$ cat config.mk
export PLATFORM = sky130hd
export DESIGN_NAME = pl_io_responder
export DESIGN_NICKNAME = d
export VERILOG_FILES = /design/src/rtl/pl_io_pkg.sv /design/src/rtl/pl_io_sync.sv /design/src/rtl/pl_io_responder.sv
export SDC_FILE = /design/constraint.sdc
export NUM_CORES = 1
export LEC_CHECK = 0
export CAP_MARGIN = 20
export CORE_AREA = 2 2 158 160
export CTS_BUF_LIST = sky130_fd_sc_hd__clkbuf_16
export DETAILED_ROUTE_END_ITERATION = 12
export DIE_AREA = 0 0 160 162
export GPL_ROUTABILITY_DRIVEN = 0
export PLACE_DENSITY = 0.92
export SLEW_MARGIN = 20
export SYNTH_ARGS = -nofsm -noshare
export SYNTH_HDL_FRONTEND = slang
export SYNTH_SLANG_ARGS = --single-unit
$ cat constraint.sdc
create_clock -name clock -period 4.6 [get_ports clock]
set_clock_uncertainty 0.2 [all_clocks]
set_input_delay 0.92 -clock clock [delete_from_list [all_inputs] [get_ports clock]]
set_output_delay 0.92 -clock clock [all_outputs]
set_load 0.05 [all_outputs]
$ cat src/rtl/pl_io_pkg.sv
// Shared register map, STATUS bit positions and default page decode for the
// memory-mapped I/O responder.
package pl_io_pkg;

  localparam logic [31:0] SEL_MASK_DEF = 32'hFFFF_FF00;
  localparam logic [31:0] SEL_BASE_DEF = 32'h0000_0000;

  // Word offsets (addr[7:2]) of the mapped registers
  localparam logic [5:0] OFF_OUT0   = 6'h20;  // 0x80
  localparam logic [5:0] OFF_OUT1   = 6'h21;  // 0x84
  localparam logic [5:0] OFF_IN0    = 6'h30;  // 0xC0
  localparam logic [5:0] OFF_IN1    = 6'h31;  // 0xC4
  localparam logic [5:0] OFF_STATUS = 6'h32;  // 0xC8
  localparam logic [5:0] OFF_IRQEN  = 6'h33;  // 0xCC
  localparam logic [5:0] OFF_CYCLES = 6'h34;  // 0xD0

  localparam int ST_IN0 = 0;
  localparam int ST_IN1 = 1;

endpackage

$ cat src/rtl/pl_io_sync.sv
// Multi-flop synchroniser for an asynchronous input bus, followed by a sample
// register and a change flag comparing the sample against its previous value.
module pl_io_sync #(
  parameter int SYNC_STAGES = 2,
  parameter int WIDTH       = 32
) (
  input  logic             clock,
  input  logic             resetn,
  input  logic [WIDTH-1:0] port,
  output logic [WIDTH-1:0] sample,
  output logic             changed
);

  logic [WIDTH-1:0] sync_p [SYNC_STAGES];
  logic [WIDTH-1:0] prev;

  always_ff @(posedge clock or negedge resetn) begin
    if (!resetn) begin
      for (int i = 0; i < SYNC_STAGES; i++) sync_p[i] <= '0;
      sample <= '0;
      prev   <= '0;
    end else begin
      sync_p[0] <= port;
      for (int i = 1; i < SYNC_STAGES; i++) sync_p[i] <= sync_p[i-1];
      sample <= sync_p[SYNC_STAGES-1];
      prev   <= sample;
    end
  end

  // A fresh sample differs from its predecessor for exactly one cycle
  assign changed = (sample != prev);

endmodule

$ cat src/rtl/pl_io_responder.sv
// Memory-mapped I/O page on the CPU MEM stage: two output registers, two
// synchronised input ports with change flags, interrupt enable and a free-running cycle counter.
module pl_io_responder
  import pl_io_pkg::*;
#(
  parameter int          SYNC_STAGES = 2,
  parameter logic [31:0] SEL_MASK    = SEL_MASK_DEF,
  parameter logic [31:0] SEL_BASE    = SEL_BASE_DEF
) (
  input  logic        clock,
  input  logic        resetn,
  input  logic [31:0] addr,
  input  logic [31:0] datain,
  input  logic        we,
  input  logic        re,
  output logic [31:0] dataout,
  output logic        rvalid,
  input  logic [31:0] in_port0,
  input  logic [31:0] in_port1,
  output logic [31:0] out_port0,
  output logic [31:0] out_port1,
  output logic        irq
);

  logic        sel;
  logic [5:0]  off;
  logic        wr;
  logic        rd;
  logic [31:0] in0_sample;
  logic [31:0] in1_sample;
  logic        in0_chg;
  logic        in1_chg;
  logic [1:0]  status;
  logic [1:0]  irqen;
  logic [31:0] cycles;
  logic [31:0] rdata;
  logic [1:0]  status_set;
  logic [1:0]  status_clr;
  logic [1:0]  status_next;

  assign sel = ((addr & SEL_MASK) == SEL_BASE);
  assign off = addr[7:2];
  assign wr  = sel & we;
  assign rd  = sel & re;

  pl_io_sync #(.SYNC_STAGES(SYNC_STAGES), .WIDTH(32)) u_sync0 (
    .clock   (clock),
    .resetn  (resetn),
    .port    (in_port0),
    .sample  (in0_sample),
    .changed (in0_chg)
  );

  pl_io_sync #(.SYNC_STAGES(SYNC_STAGES), .WIDTH(32)) u_sync1 (
    .clock   (clock),
    .resetn  (resetn),
    .port    (in_port1),
    .sample  (in1_sample),
    .changed (in1_chg)
  );

  // Read mux sees pre-edge state, so a same-cycle write returns the old value
  always_comb begin
    rdata = '0;
    case (off)
      OFF_OUT0:   rdata = out_port0;
      OFF_OUT1:   rdata = out_port1;
      OFF_IN0:    rdata = in0_sample;
      OFF_IN1:    rdata = in1_sample;
      OFF_STATUS: rdata = {30'd0, status};
      OFF_IRQEN:  rdata = {30'd0, irqen};
      OFF_CYCLES: rdata = cycles;
      default:    rdata = '0;
    endcase
  end

  // Set events are OR-ed in after the W1C mask so a coincident set survives
  always_comb begin
    status_set         = '0;
    status_set[ST_IN0] = in0_chg;
    status_set[ST_IN1] = in1_chg;
    status_clr         = (wr && off == OFF_STATUS) ? datain[1:0] : 2'b00;
    status_next        = (status & ~status_clr) | status_set;
  end

  always_ff @(posedge clock or negedge resetn) begin
    if (!resetn) begin
      out_port0 <= '0;
      out_port1 <= '0;
      status    <= '0;
      irqen     <= '0;
      cycles    <= '0;
      irq       <= 1'b0;
      rvalid    <= 1'b0;
      dataout   <= '0;
    end else begin
      if (wr && off == OFF_OUT0)  out_port0 <= datain;
      if (wr && off == OFF_OUT1)  out_port1 <= datain;
      if (wr && off == OFF_IRQEN) irqen     <= datain[1:0];
      status <= status_next;
      irq    <= |(status & irqen);
      cycles <= cycles + 32'd1;
      rvalid <= rd;
      if (rd) dataout <= rdata;
    end
  end

endmodule

==> out/metrics.yaml, run 1 <==
chipArea_um2: 25900
fin_crit_ps: 3360
critical-path-slowest-cell: "nand2_2"
grt_use_met2_pct: 43.9
setup.reg_to_reg.worst_slack_ps: 2290
syn-num-nets: 954
timing.critical_path.arrival_ps: 3550
outcome: "completed"
drt_pre_antenna_iters: 4
timing.critical_path.slowest_cell_delay_ps: 580
synth-seq-area-share_pct: 72.2
die_h_um: 162
synth_area_um2: 13500
synth-edff-count: 0
cts.htree.levels: 2
tritoncts_num_sinks: 390
filler_cell_count: 1526
setup.worst_path.class: "in -> reg"
power.static_leakage_uw: 0.00776
num_io_pins: 230
place_ws_ps: 692
timing.rr.end: "cycles[31]"
routed-via-count: 7730
cts_resized: 0
met1_wire_length_um: 12200
==> run 1: cell type report <==
cell class	instances	area share (%)
flip-flops and latches	390	56.2
multi-input cells	397	20.7
repair buffers	238	13.7
clock buffers	39	5.62
well taps	324	2.33
clock inverters	27	1.31
inverters	4	0.0864
diodes	1	0.0144
==> run 1: critical path: cells and delay by family <==
family        cells  cell delay (ps)
simple gates      4             1600
buf+inv           1              430
mux               1              570
==> run 1: through the flow <==
| stage | power, µW | instance area [µm²] |
|---|---|---|
| 4_1_cts | 6990 | 17400 |
| 2_1_floorplan | 3740 | 13500 |
| 3_3_place_gp | 3970 | 16200 |
| 5_1_grt | 7160 | 17400 |
| 6_report | 6930 | 17400 |
| 3_5_place_dp | 3990 | 16200 |
==> run 1: how the worst min path moves through the flow <==
stage                               to  cells past startpoint  slack [ps]
global placement    u_sync1.sample[27]                      0         130
finish              u_sync1.sync_p[20]                      0         140
detailed placement  u_sync0.sample[16]                      0         130
global route        u_sync0.sync_p[15]                      0         150
CTS                 u_sync1.sync_p[19]                      0         150
floorplan            u_sync0.sample[0]                      0         130
==> run 1: cell families (layout without fill, tap and decap cells) <==
kind of cell | Yosys count | count (layout) | share of synthesized area, %
buffers and inverters | 34 | 308 | 1.31
flip-flops | 390 | 390 | 72.2
AND-OR/OR-AND | 72 | 72 | 3.43
XOR/XNOR | 94 | 94 | 6.09
AND/OR/NAND/NOR | 130 | 130 | 5.26
multiplexers | 100 | 100 | 11.6
adder cells (fa/ha/maj) | 1 | 1 | 0.0925
other | 0 | 1 | 0
==> run 1: report_power, final <==
part / total, µW / switching, µW / internal, µW
clock: 3000 / 1240 / 1760
combinational: 318 / 154 / 164
sequential: 3610 / 68.8 / 3540
total: 6930 / 1470 / 5470
**Run 1: ports around the boundary**

(3 px per µm) Pins as bars across the die edge, other pins in gray.
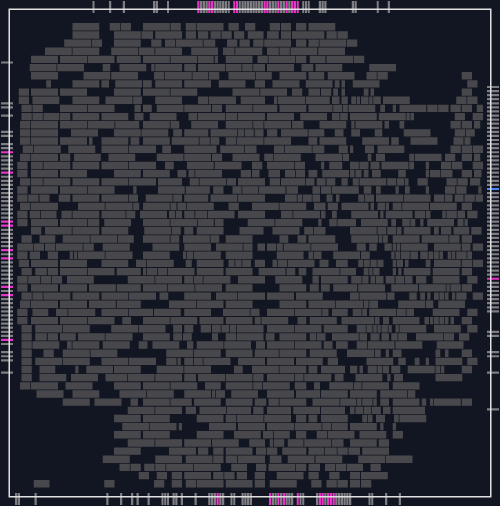
[magenta] datain | pins: 32 | direction: input | edge: 12 top, 10 bottom, 9 left, 1 right
[blue] we | pins: 1 | direction: input | edge: right

**Run 1: placed standard cells**

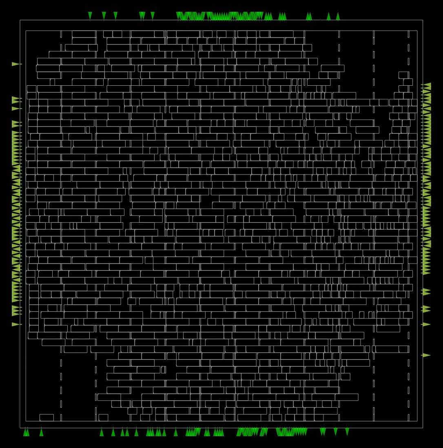
number of cell rows: 57
final cell count without fillers: 1420
sequential cell count: 390

**Run 1: metal layers overlaid**

(1.5 px per µm) Only two layers are drawn.
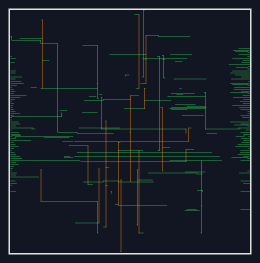
[orange] met4 | wire length: 928 µm
[green] met3 | wire length: 2090 µm

**Run 1: signal wires on met2**

(3 px per µm)
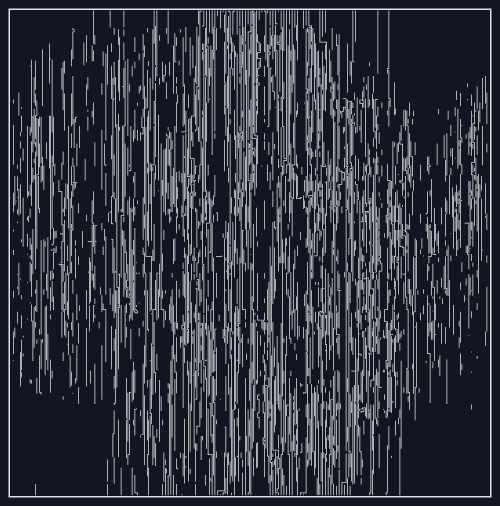
share of all routed wire: 52%
nets with wire on the layer: 1082

**Run 1: nets reached from selected ports**

(1.5 px per µm)
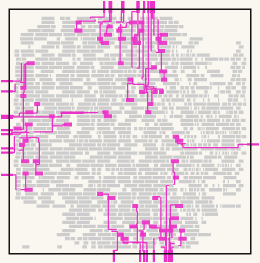

==> run 1 -> run 2 <==
--- a/config.mk
+++ b/config.mk
@@ -6,12 +6,12 @@
 export NUM_CORES = 1
 export LEC_CHECK = 0
 export CAP_MARGIN = 20
-export CORE_AREA = 2 2 158 160
+export CORE_AREA = 2 2 173 175
 export CTS_BUF_LIST = sky130_fd_sc_hd__clkbuf_16
 export DETAILED_ROUTE_END_ITERATION = 12
-export DIE_AREA = 0 0 160 162
+export DIE_AREA = 0 0 175 177
 export GPL_ROUTABILITY_DRIVEN = 0
-export PLACE_DENSITY = 0.92
+export PLACE_DENSITY = 0.82
 export SLEW_MARGIN = 20
 export SYNTH_ARGS = -nofsm -noshare
 export SYNTH_HDL_FRONTEND = slang
==> constraint.sdc (replaced) <==
create_clock -name clock -period 2.9 [get_ports clock]
set_clock_uncertainty 0.2 [all_clocks]
set_input_delay 0.58 -clock clock [delete_from_list [all_inputs] [get_ports clock]]
set_output_delay 0.58 -clock clock [all_outputs]
set_load 0.05 [all_outputs]
**Run 2: nets reached from selected ports**

(1.5 px per µm)
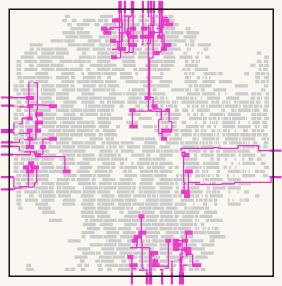
[magenta] datain | bits: 32 | direction: input | edge: 12 top, 9 bottom, 9 left, 2 right | end cells: 68 | buffers: 32 | wire: 1390 µm

==> out/metrics.yaml, run 2 <==
outcome: "completed"  # unchanged
cts_resized: 0  # unchanged
post-route-cell-area_um2: 17600  # was 17400 µm²
timing.critical_path.max_delay_family: "buffers and inverters"  # was simple AND/OR/NAND/NOR gates
timing.rr.end: "status[0]"  # was cycles[31]
cts.clk_slew.worst_paths_ps: 60  # about the same
chipArea_um2: 31000  # was 25900 µm²
die_h_um: 177  # was 162 µm
timing.critical_path.arrival_ps: 1790  # was 3550 ps
setup.worst_path.class: "reg -> out"  # was in -> reg
place_ws_ps: -14.2  # was 692 ps
synth-seq-area-share_pct: 72.2  # unchanged
met1_wire_length_um: 13100  # was 12200 µm
syn-num-nets: 954  # unchanged
global_route.usage.total_pct: 21.3  # was 25.2%
tritoncts_num_sinks: 390  # unchanged
synthTopCellsByArea: "dfrtp_1, mux4_2, xor2_1, mux2_4, mux2_1"  # unchanged
largest_area_cell: "dfrtp_1"  # unchanged
placedInstanceArea_um2: 16500  # was 16200 µm²
num_io_pins: 230  # unchanged
timing.critical_path.slowest_cell_delay_ps: 840  # was 580 ps
total_power_uw: 10800  # was 6930 µW
crit_chain: "clkdlybuf4s50_1"  # was clkdlybuf4s50_1, or4_1, nor2_1, and3_4, nand2_2, mux2_1
fp.coreArea_um2: 29200  # was 24100 µm²
finalMaxSlewViolations: 0  # unchanged
met3_length_um: 1960  # was 2090 µm
power.static_leakage_uw: 0.00786  # was 0.00776 µW
drt_pre_antenna_iters: 6  # was 4
placementRows: 63  # was 57
critical_path_cell_count: 1  # was 6
cts.htree.levels: 2  # unchanged
placement.io_buffers: 227  # unchanged
power.density_cell_area_nw_per_um2: 613  # was 399 nW/µm²
fin_crit_ps: 2570
layout.cells.non_filler: 1507  # was 1420
grt_start_max_net_pins: 66  # was 97
synth_area_um2: 13500  # unchanged
synth-edff-count: 0  # unchanged
path_buffers: 1  # unchanged
critical-path-slowest-cell: "clkdlybuf4s50_1"  # was nand2_2
worst_slew_margin_relative_to_its_limit_pct: 48.6  # was 33.2%
largest_registers: "u_sync0.sync_p (64), u_sync1.sync_p (64)"  # unchanged
setup.reg_to_reg.worst_slack_ps: 790  # was 2290 ps
**Run 2: signal wires on met2**

(3 px per µm)
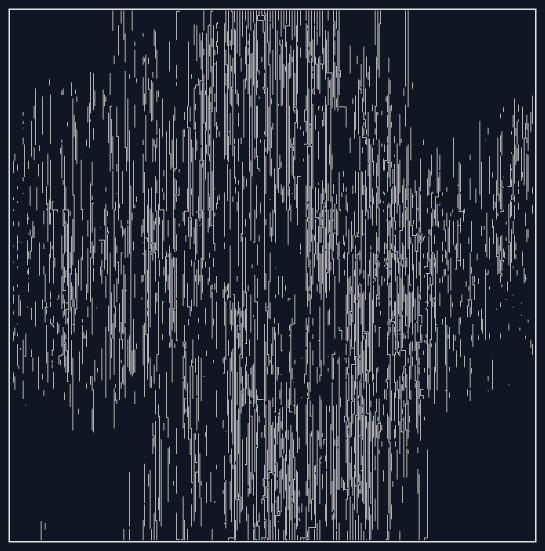
wire length on this layer: 15800 µm
main direction: vertical
share of all routed wire: 50%
nets with wire on the layer: 1076
global-route met2 utilization: 35.3%
total vias in the final route: 7739
Total Wirelength: 32000 µm

## run 2: cell type report
class / count / area, µm²
fill: 2104 / 11600
sequential: 390 / 9760
multi-input combinational: 397 / 3600
timing repair buffer: 257 / 2620
clock buffer: 37 / 926
tap: 390 / 488
clock inverter: 28 / 211
inverter: 4 / 15.0
antenna: 4 / 10.0
## run 2: logic make-up (layout without fill, tap and decap cells)
| family | after synthesis | in the layout | share of synthesized area (%) |
|---|---|---|---|
| muxes | 100 | 100 | 11.6 |
| DFF | 390 | 390 | 72.2 |
| and+or+nand+nor | 130 | 130 | 5.26 |
| AOI/OAI and AO/OA | 72 | 72 | 3.43 |
| other | 0 | 4 | 0 |
| buffers and inverters | 34 | 326 | 1.31 |
| xor gates and xnor gates | 94 | 94 | 6.09 |
| adders and majority gates | 1 | 1 | 0.0925 |
## run 2: report_power, final
part | switching, µW | leakage, µW | internal (µW)
logic | 253 | 0.00245 | 275
clock network | 1960 | 0.000579 | 2600
registers | 105 | 0.00483 | 5620
total | 2320 | 0.00786 | 8490
## run 2: worst min-delay path by stage
stage                         end  depth (start not counted)               start  slack (ps)
2_1_floorplan           cycles[0]                          0              resetn          80
3_3_place_gp   u_sync1.sample[31]                          0  u_sync1.sync_p[31]         130
3_5_place_dp   u_sync0.sample[20]                          0  u_sync0.sync_p[20]         130
4_1_cts        u_sync0.sample[20]                          0  u_sync0.sync_p[20]         140
5_1_grt        u_sync1.sample[11]                          0  u_sync1.sync_p[11]         140
6_report        u_sync0.sync_p[3]                          0  u_sync0.sync_p[35]         140
## run 2: what timing repair did
action                                 4_1_cts  5_1_grt
hold buffers                                 1        0
endpoints found under the hold margin       55        0
buffers inserted                             0        0
**Run 2: ports around the boundary**

(3 px per µm) Pins as bars across the die edge, other pins in gray.
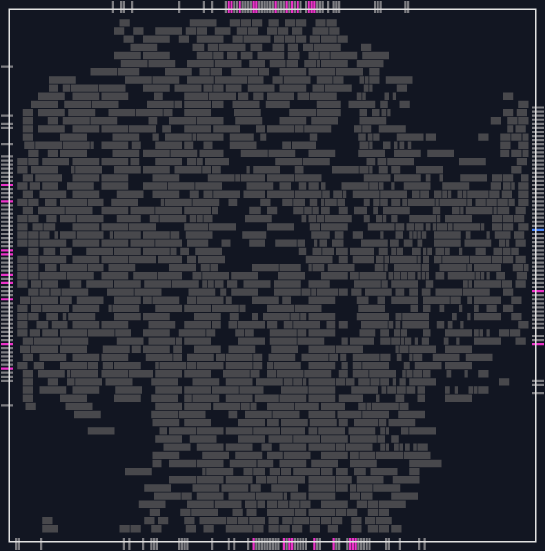

==> run 2 -> run 3 <==
--- a/config.mk
+++ b/config.mk
@@ -8,6 +8,7 @@
 export CAP_MARGIN = 20
 export CORE_AREA = 2 2 173 175
 export CTS_BUF_LIST = sky130_fd_sc_hd__clkbuf_16
+export CTS_CLUSTER_SIZE = 8
 export DETAILED_ROUTE_END_ITERATION = 12
 export DIE_AREA = 0 0 175 177
 export GPL_ROUTABILITY_DRIVEN = 0
**Run 3: ports around the boundary**

(3 px per µm) Pins as bars across the die edge, other pins in gray.
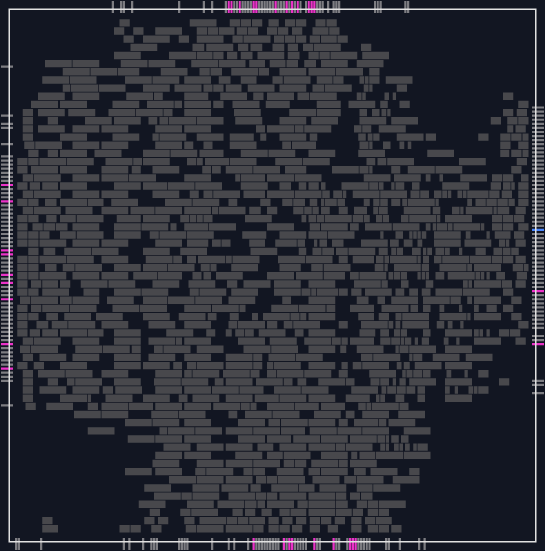
[magenta] datain | pins: 32 | direction: input | edge: 12 top, 9 bottom, 9 left, 2 right
[blue] we | pins: 1 | direction: input | edge: right
all pins by edge: 62 left, 61 right, 56 bottom, 51 top

==> out/metrics.yaml, run 3 <==
timing.critical_path.max_delay_family: "buffers and inverters"  # unchanged
largest_area_cell: "dfrtp_1"  # unchanged
hp-start: "u_sync1.sync_p[0]"  # was u_sync0.sync_p[35]
total_switching_power_uw: 2430  # was 2320 µW
placementRows: 63  # unchanged
layout.cells.non_filler: 1499  # was 1507
pwr.group.sequential_uw: 5750  # was 5730 µW
power.clock.fraction_pct: 46.1  # was 42.2%
timing.critical_path.arrival_ps: 1850  # was 1790 ps
tritoncts_num_sinks: 390  # unchanged
crit_chain: "clkdlybuf4s50_1"  # unchanged
powerClk_uw: 5370  # was 4560 µW
worst_slew_margin_relative_to_its_limit_pct: 47.3  # was 48.6%
grt_start_max_net_pins: 66  # unchanged
timing.rr.end: "status[0]"  # unchanged
chipArea_um2: 31000  # unchanged
power.static_leakage_uw: 0.00797  # was 0.00786 µW
setup.reg_to_reg.worst_slack_ps: 790  # about the same
outcome: "completed"  # unchanged
setup.worst_path.class: "reg -> out"  # unchanged
critical-path-slowest-cell: "clkdlybuf4s50_1"  # unchanged
switching_share_pct: 20.9  # was 21.5%
finalMaxSlewViolations: 0  # unchanged
power.group.top: "sequential cells"  # unchanged
cts.clk_slew.worst_paths_ps: 50  # was 60 ps
critical_path_cell_count: 1  # unchanged
routed-via-count: 7854  # was 7739
largest_registers: "u_sync0.sync_p (64), u_sync1.sync_p (64)"  # unchanged
min_to: "u_sync1.sample[0]"  # was u_sync0.sync_p[3]
power_frac_seq_pct: 49.3  # was 53.0%
share_of_power_burned_in_combinational_logic_pct: 4.5  # was 4.9%
fp.coreArea_um2: 29200  # unchanged
filler_cell_count: 2071  # was 2104
internal_power_uw: 9210  # was 8490 µW
comb-power_uw: 529  # about the same
cts_setup_buffers: 0  # unchanged
power.density_cell_area_nw_per_um2: 651  # was 613 nW/µm²
synthTopCellsByArea: "dfrtp_1, mux4_2, xor2_1, mux2_4, mux2_1"  # unchanged
drt_wl_total_um: 32800  # was 32000 µm
placement.io_buffers: 227  # unchanged
syn-num-nets: 954  # unchanged
drt_pre_antenna_iters: 5  # was 6
synth-seq-area-share_pct: 72.2  # unchanged
**Run 3: metal layers overlaid**

(1.5 px per µm) Only two layers are drawn.
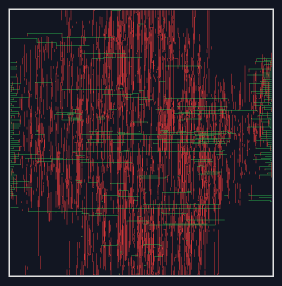
[green] met3 | wire length: 2460 µm
[red] met2 | wire length: 16500 µm

==> run 3: cell counts after synthesis <==
Identical to the previous run, type by type.
==> run 3: timing repair <==
action	CTS	global route
endpoints found under the hold margin	55	0
gates resized	0	0
hold buffers	1	0
==> run 3: worst reg2reg max path: cells and delay by family (launching register included) <==
kind	cells	cell delay, ps
AND/OR/NAND/NOR	2	900
AND-OR/OR-AND	1	270
XOR/XNOR	1	190
flip-flops	1	430
==> run 3: layout make-up <==
type	instances	area, µm²	area share, %
Clock buffer	55	1380	7.69
Inverter	4	15.0	0.0839
Antenna cell	3	7.51	0.0419
Timing Repair Buffer	257	2620	14.6
Sequential cell	390	9760	54.5
Multi-Input combinational cell	397	3600	20.1
Tap cell	390	488	2.73
Clock inverter	3	32.5	0.182
==> run 3: kinds of logic (layout without fill, tap and decap cells) <==
| logic type | Yosys count | after routing | share of synthesized area [%] |
|---|---|---|---|
| muxes | 100 | 100 | 11.6 |
| DFF | 390 | 390 | 72.2 |
| xor gates and xnor gates | 94 | 94 | 6.09 |
| buffers and inverters | 34 | 319 | 1.31 |
| and+or+nand+nor | 130 | 130 | 5.26 |
| adders and majority gates | 1 | 1 | 0.0925 |
| AOI/OAI and AO/OA | 72 | 72 | 3.43 |
| other | 0 | 3 | 0 |
==> run 3: layer usage <==
metal	global-route usage (%)	part of all wire (%)	up-vias
met2	37.1	50	341
met4	8.51	3.5	0
li1	-	-	3434
met1	27.3	39	4008
met5	0	0	-
met3	5.58	7.5	71
==> run 3: stage by stage <==
stage	setup TNS (ps)	hold WS, ps	area, µm²	total power (µW)
after detailed placement	-58.7	135	16500	6360
after CTS	0	143	17900	11800
final	0	139	17900	11600
after floorplan	0	84.4	13500	5930
after global placement	0	131	16500	6330
after global routing	0	150	17900	12100
Power and IR drop assume default switching activity.
